==> config.mk <==
export PLATFORM = sky130hd
export DESIGN_NAME = ercm8_sweep_ctrl
export DESIGN_NICKNAME = d
export VERILOG_FILES = /design/src/rtl/ercm8_sweep_ctrl.sv
export SDC_FILE = /design/constraint.sdc
export NUM_CORES = 1
export LEC_CHECK = 0
export CAP_MARGIN = 0
export CORE_ASPECT_RATIO = 0.8
export CORE_MARGIN = 3
export CORE_UTILIZATION = 62
export DETAILED_ROUTE_END_ITERATION = 8
export HOLD_SLACK_MARGIN = 0.15
export PLACE_DENSITY = 0.93
export SKIP_CTS_REPAIR_TIMING = 1
export SLEW_MARGIN = 20
export SYNTH_ARGS = -nofsm -noshare
export SYNTH_HDL_FRONTEND = slang
export SYNTH_SLANG_ARGS = --single-unit
==> constraint.sdc <==
create_clock -name clk -period 13 [get_ports clk]
set_clock_uncertainty 0.05 [all_clocks]
set_input_delay 2.6 -clock clk [delete_from_list [all_inputs] [get_ports clk]]
set_output_delay 2.6 -clock clk [all_outputs]
set_load 0.005 [all_outputs]
==> src/rtl/ercm8_sweep_ctrl.sv <==
// Sweep controller for the ERCM8 approximate multiplier: drives pseudo-random operand
// pairs for each mask in a range and reports error statistics per mask.
module ercm8_sweep_ctrl #(
  parameter int          SETTLE_CYC   = 4,
  parameter int          SAMPLES_LOG2 = 10,
  parameter logic [15:0] SEED         = 16'hACE1
) (
  input  logic                       clk,
  input  logic                       rst_n,
  input  logic                       start,
  input  logic [6:0]                 mask_first,
  input  logic [6:0]                 mask_last,
  output logic                       busy,
  output logic [7:0]                 mul_a,
  output logic [7:0]                 mul_b,
  output logic [6:0]                 mul_mask,
  input  logic [15:0]                mul_p,
  output logic                       res_valid,
  input  logic                       res_ready,
  output logic [6:0]                 res_mask,
  output logic [SAMPLES_LOG2:0]      res_err_cnt,
  output logic [SAMPLES_LOG2+15:0]   res_sum_ed,
  output logic [15:0]                res_max_ed,
  output logic                       done
);

  localparam logic [2:0] S_IDLE    = 3'd0;
  localparam logic [2:0] S_LOAD    = 3'd1;
  localparam logic [2:0] S_SETTLE  = 3'd2;
  localparam logic [2:0] S_CAPTURE = 3'd3;
  localparam logic [2:0] S_REPORT  = 3'd4;
  localparam logic [2:0] S_DONE    = 3'd5;

  localparam int SW = (SETTLE_CYC < 2) ? 1 : $clog2(SETTLE_CYC);
  localparam logic [SW-1:0] SETTLE_LAST = SW'(SETTLE_CYC - 1);

  logic [2:0]                  state;
  logic [15:0]                 lfsr;
  logic [6:0]                  mask_r;
  logic [6:0]                  mask_last_r;
  logic [SAMPLES_LOG2-1:0]     smp_cnt;
  logic [SW-1:0]               settle_cnt;
  logic [SAMPLES_LOG2:0]       err_cnt;
  logic [SAMPLES_LOG2+15:0]    sum_ed;
  logic [15:0]                 max_ed;

  logic [15:0] exact;
  logic [15:0] ed;
  logic [15:0] lfsr_next;

  assign exact     = 16'(mul_a) * 16'(mul_b);
  assign ed        = (exact >= mul_p) ? (exact - mul_p) : (mul_p - exact);
  assign lfsr_next = {lfsr[14:0], lfsr[15] ^ lfsr[13] ^ lfsr[12] ^ lfsr[10]};

  // Handshake: a record is offered while res_valid is high and its fields stay
  // frozen until the cycle where res_valid && res_ready, which consumes it.
  assign busy        = (state != S_IDLE);
  assign done        = (state == S_DONE);
  assign res_valid   = (state == S_REPORT);
  assign res_mask    = mask_r;
  assign res_err_cnt = err_cnt;
  assign res_sum_ed  = sum_ed;
  assign res_max_ed  = max_ed;

  always_ff @(posedge clk or negedge rst_n) begin
    if (!rst_n) begin
      state       <= S_IDLE;
      lfsr        <= SEED;
      mask_r      <= 7'd0;
      mask_last_r <= 7'd0;
      smp_cnt     <= '0;
      settle_cnt  <= '0;
      err_cnt     <= '0;
      sum_ed      <= '0;
      max_ed      <= 16'd0;
      mul_a       <= 8'd0;
      mul_b       <= 8'd0;
      mul_mask    <= 7'd0;
    end else begin
      case (state)
        S_IDLE: begin
          if (start) begin
            mask_r      <= mask_first;
            mask_last_r <= mask_last;
            lfsr        <= SEED;
            smp_cnt     <= '0;
            err_cnt     <= '0;
            sum_ed      <= '0;
            max_ed      <= 16'd0;
            state       <= S_LOAD;
          end
        end
        S_LOAD: begin
          mul_a      <= lfsr[15:8];
          mul_b      <= lfsr[7:0];
          mul_mask   <= mask_r;
          settle_cnt <= '0;
          state      <= S_SETTLE;
        end
        S_SETTLE: begin
          if (settle_cnt == SETTLE_LAST) begin
            state <= S_CAPTURE;
          end else begin
            settle_cnt <= settle_cnt + 1'b1;
          end
        end
        S_CAPTURE: begin
          err_cnt <= err_cnt + {{SAMPLES_LOG2{1'b0}}, (ed != 16'd0)};
          sum_ed  <= sum_ed + {{SAMPLES_LOG2{1'b0}}, ed};
          if (ed > max_ed) max_ed <= ed;
          lfsr    <= lfsr_next;
          smp_cnt <= smp_cnt + 1'b1;
          // All-ones count means this was the final sample of the mask.
          state   <= (&smp_cnt) ? S_REPORT : S_LOAD;
        end
        S_REPORT: begin
          if (res_ready) begin
            if (mask_r == mask_last_r) begin
              state <= S_DONE;
            end else begin
              mask_r  <= mask_r + 7'd1;
              lfsr    <= SEED;
              smp_cnt <= '0;
              err_cnt <= '0;
              sum_ed  <= '0;
              max_ed  <= 16'd0;
              state   <= S_LOAD;
            end
          end
        end
        S_DONE:  state <= S_IDLE;
        default: state <= S_IDLE;
      endcase
    end
  end

endmodule

==> images/zoom.png <==
Scale bar: 10 µm. Region (91, 10) to (131, 50) µm. Cells in grey, sequential cells in the stronger grey; small squares are vias.
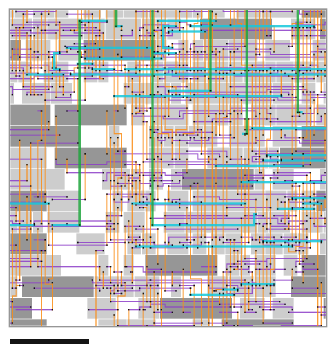
| colour | layer |
|---|---|
| purple | met1 |
| cyan | met3 |
| orange | met2 |
| green | met4 |
netlist names of flops here include: res_sum_ed (9), smp_cnt (3)
sequential cells in the window: 13
cells with their middle in the window: 136
most frequent: nand2_1 (18), dfrtp_1 (13)

==> images/met3.png <==
Scale bar: 50 µm. Cells faint in the background.
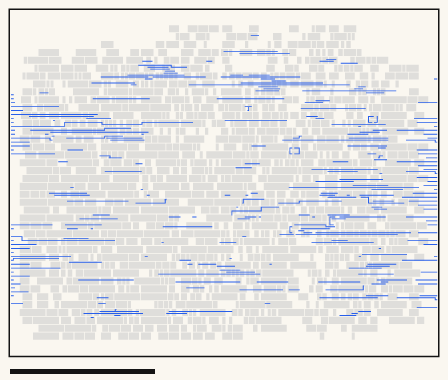
nets with wire on the layer: 204
share of all routed wire: 8.7%
main direction: horizontal
longest straight run: 55.2 µm
wire length on this layer: 2290 µm
WL final: 26400 µm
vias: 8667
GR Util met3: 0.0662

==> images/gate_families.png <==
Scale bar: 50 µm.
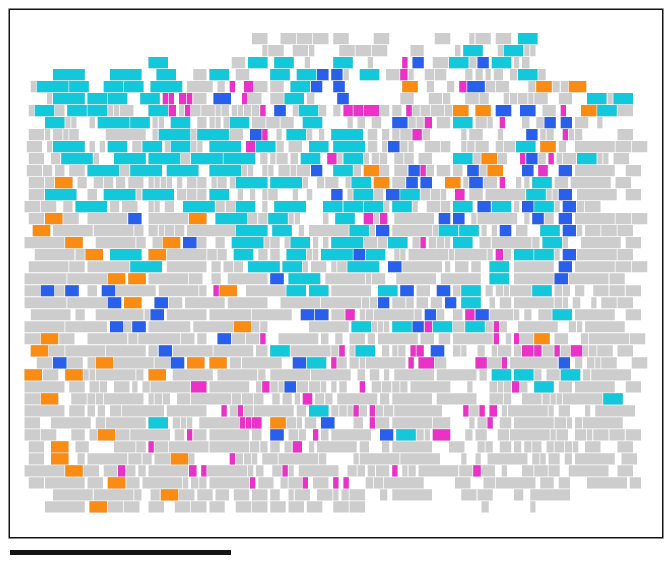
| colour | family | cells |
|---|---|---|
| blue | AND-OR and OR-AND gates | 76 |
| orange | multiplexers | 44 |
| cyan | adder and majority cells | 143 |
| magenta | NOR gates | 88 |
Non-Filler Instances: 1403
most numerous logic cell after layout: clkdlybuf4s50_1
logic share of the area: 0.529

==> reports/qor.csv <==
stage;metric;value;unit
die;fp_density;0.648;
sta;Worst Tran Pin Value;0.764;ns
synthesis;Syn Area/Cell;9.30;µm²
die;core region area;15400;µm²
clocking;CTS tree;done;
setup_path;cell mode on critical path;a21oi_1;
drt;average wire per cell in the routed design;18.8;µm
setup_path;RR Endpoint;res_max_ed[15]$_DFFE_PN0P_;
setup_path;crit-path max cell delay;0.57;ns
clocking;clk buf depth;2;
drt;Vias/cell;6.18;
placed_design;area post-placement;11300;µm²
sta;Max Slew Vio Count;0;
drt;remaining antenna violation count;0;
finish;top logic cells by instance count in the layout;118 x clkdlybuf4s50_1, 114 x inv_1, 113 x dfrtp_1;
setup_path;Crit Path Max Fanout;16;
clocking;CTS Sinks;121;
finish;ant diodes;0;
setup_path;Critical Path RT;13.30;ns
finish;share of cells above drive strength 1;0.0847;
placed_design;Placer Congestion;0.996;
die;num ports;120;
global_routing;GRT Overall Usage;0.304;
synthesis;post-synthesis cell count;1071;
worst_hold_path;Hold Path Class;register to register;
setup_path;cells on worst reg2reg path;33;
sta;Hold Fails Final Rpt;0;
placed_design;port bufs;119;
outcome;status;finished, final reports clean;
global_routing;Congestion Overflow GR;0;
synthesis;Synth Warn #;0;
## Yosys cell counts, types with 3 or more instances
cell	instances	area share
dfrtp_1	113	0.28
xnor2_1	30	0.026
mux2_2	31	0.035
a22o_1	29	0.026
buf_2	6	0.0030
o311ai_0	3	0.0026
or3_1	4	0.0025
o22a_1	8	0.0070
o211ai_1	4	0.0030
nor3b_1	3	0.0023
mux2i_1	13	0.013
nand3_1	32	0.016
nor4_1	3	0.0019
o2111ai_1	3	0.0026
dfstp_2	8	0.021
o21bai_1	6	0.0045
a211oi_1	4	0.0030
o21ai_0	66	0.033
nor2b_1	8	0.0050
xor2_1	23	0.020
a21o_1	26	0.020
and2_1	54	0.034
fa_1	39	0.078
nand2b_1	11	0.0069
a21boi_0	3	0.0023
and3_1	13	0.0082
o31ai_1	5	0.0038
nor2_1	53	0.020
nand4_1	16	0.010
buf_4	3	0.0023
o21a_1	7	0.0053
or4_1	4	0.0030
o22ai_1	6	0.0038
nand2_1	73	0.028
a31oi_1	10	0.0063
ha_1	104	0.13
a21oi_1	53	0.027
nor3_1	17	0.0085
clkbuf_1	20	0.0075
inv_1	114	0.043
buf_6	4	0.0045
## layer usage
metal | routed length [µm] | vias up | global-route usage | share of wire
met5 | 0 | - | 0 | 0
met4 | 462 | 0 | 0.0809 | 0.018
met3 | 2290 | 49 | 0.0662 | 0.087
met2 | 12400 | 434 | 0.496 | 0.47
met1 | 11200 | 4227 | 0.415 | 0.42
li1 | - | 3957 | - | -
## flip-flops by register name (all words and copies together), names as in the netlist
name         flops
res_err_cnt     11
smp_cnt         10
mask_last_r      7
mul_b            8
res_sum_ed      26
state            3
settle_cnt       2
mul_mask         7
res_mask         7
mul_a            8
res_max_ed      16
lfsr            16
## cell families (layout without fill, tap and decap cells)
kind of cell    Yosys count  count (layout)  synth area share
simple gates            303             303             0.156
flops                   121             121             0.305
xor+xnor                 53              53            0.0466
fa+ha+maj               143             143             0.209
buf+inv                 151             273            0.0632
compound gates          256             256             0.172
mux                      44              44            0.0481
## final cells by class
cell class	count	area (µm²)
Multi-Input combinational cell	799	6300
Fill cell	1026	3440
Tap cell	210	263
Clock inverter	13	194
Sequential cell	121	3040
Timing Repair Buffer	124	1230
Clock buffer	19	453
Inverter	117	442
## how the worst min path moves through the flow
stage / from / endpoint
after global placement: smp_cnt[9]$_DFFE_PN0P_ / smp_cnt[9]$_DFFE_PN0P_
after global routing: smp_cnt[5]$_DFFE_PN0P_ / smp_cnt[5]$_DFFE_PN0P_
after CTS: smp_cnt[6]$_DFFE_PN0P_ / smp_cnt[6]$_DFFE_PN0P_
final: smp_cnt[6]$_DFFE_PN0P_ / smp_cnt[6]$_DFFE_PN0P_
after detailed placement: smp_cnt[9]$_DFFE_PN0P_ / smp_cnt[9]$_DFFE_PN0P_
after floorplan: smp_cnt[9]$_DFFE_PN0P_ / smp_cnt[9]$_DFFE_PN0P_
